Sizing map:
Drawn at 4 px/µm.
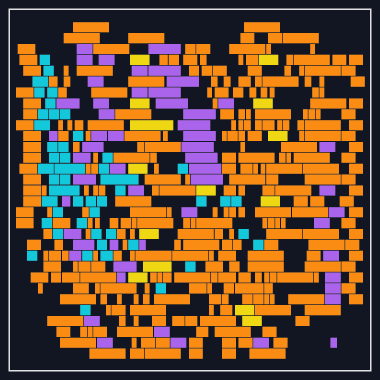
Placed cells, one color a class:
Drawn at 6 px/µm.
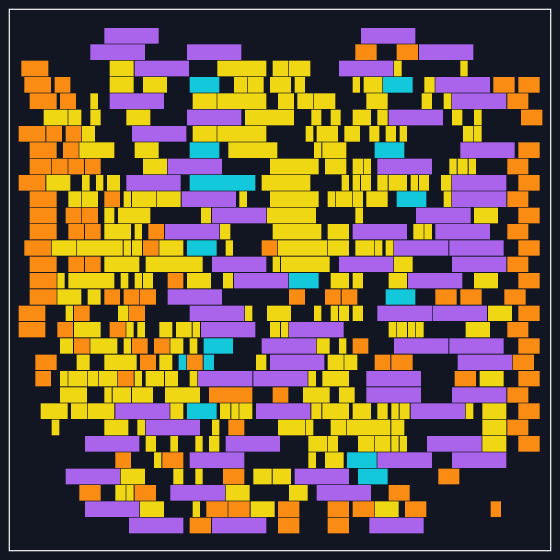
Cell placement:
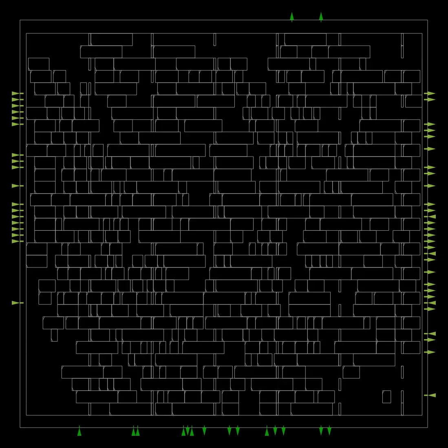
==> config.mk <==
export PLATFORM = sky130hd
export DESIGN_NAME = fpu_norm_ls16
export DESIGN_NICKNAME = d
export VERILOG_FILES = /design/src/rtl/fpu_pkg.sv /design/src/rtl/lls16.sv /design/src/rtl/fpu_norm_ls16.sv
export SDC_FILE = /design/constraint.sdc
export NUM_CORES = 1
export LEC_CHECK = 0
export CAP_MARGIN = 20
export CORE_UTILIZATION = 45
export CTS_CLUSTER_SIZE = 40
export DETAILED_ROUTE_END_ITERATION = 12
export GPL_ROUTABILITY_DRIVEN = 0
export PLACE_DENSITY = 0.67
export SKIP_CTS_REPAIR_TIMING = 1
export SLEW_MARGIN = 15
export SYNTH_ARGS = -nofsm -noshare
export SYNTH_HDL_FRONTEND = slang
export SYNTH_SLANG_ARGS = --single-unit
==> constraint.sdc <==
create_clock -name clk -period 2.8 [get_ports clk]
set_clock_uncertainty 0.1 [all_clocks]
set_input_delay 0.56 -clock clk [delete_from_list [all_inputs] [get_ports clk]]
set_output_delay 0.56 -clock clk [all_outputs]
set_load 0.01 [all_outputs]
==> results.toml <==
# physical design summary
[setup_path]
startpoint_type = "input port"
critPathSlowestCell = "or4_4"
max_stage_delay_ns = 0.54
critPathTopFamily = "simple AND/OR/NAND/NOR gates"
cp_num_buf_inv = 3

[layout]
final_nets = 451
inverters = 13
diodes = 0
multi_input_comb_cells = 218
clockBufferCount = 13

[floorplan]
die_h_um = 90.00
die_x_um = 90.00
ioPinCount = 63

[power]
power_mw = 3.057
pwr-share-comb = 0.324

[yosys]
mux_share = 0.1939
synthesis.nets = 350
synth.comb.largest_family = "multiplexers"
ys_async_sr_fraction = 1.000
synth_area_per_cell_um2 = 11.20
ys_area_mm2 = 0.003485
ys_ff = 66

[routing]
top_layer_used = "met4"
met2WireLength_um = 3313
wl_met1_um = 3644
wl_met3_um = 328
first_pass_iters = 4
num_vias = 2773

[final_timing]
hold_viol_final = 0
setup_tns_ns = 0
fin_crit_ns = 2.727

[status]
status = "complete, no violations"

[cts]
cts.clk_slew.worst_paths_ns = 0.07
root_buffer = "clkbuf_8"
htree_levels = 3

[global_route]
grt_pass1_vias = 2648
top_usage_layer = "met2"
Back to the opening pictures, 'sizing map':
legend:
  drive 3 to 4:
    color: cyan
    cells: 49
    share: 12%
    most_used: buf_4
  drive 1 or less:
    color: orange
    cells: 300
    share: 72%
    most_used: dfrtp_1
  drive 6 and up:
    color: yellow
    cells: 14
    share: 3.4%
    most_used: clkbuf_8
  drive 2:
    color: purple
    cells: 53
    share: 13%
    most_used: mux2_2
fin area: 0.004810 mm²
setup ws final: 0.07303 ns
synthesis-to-layout area growth: 38.03%
Non-clock buffers: 104

Back to the opening pictures, 'placed cells, one color a class':
legend:
  other buffers and delay cells:
    color: orange
    cells: 104
  clock drivers and dummy loads:
    color: cyan
    cells: 15
  all other logic:
    color: yellow
    cells: 231
  flip-flops:
    color: purple
    cells: 66
core box area: 0.007370 mm²
sequential share of cell area: 0.3434
# rows: 31
final core area utilization: 0.6526

Back to the opening pictures, 'cell placement':
flip-flops: 66
count of non-filler cells in the finished layout: 515

Power is estimated from default activity; no workload was simulated.
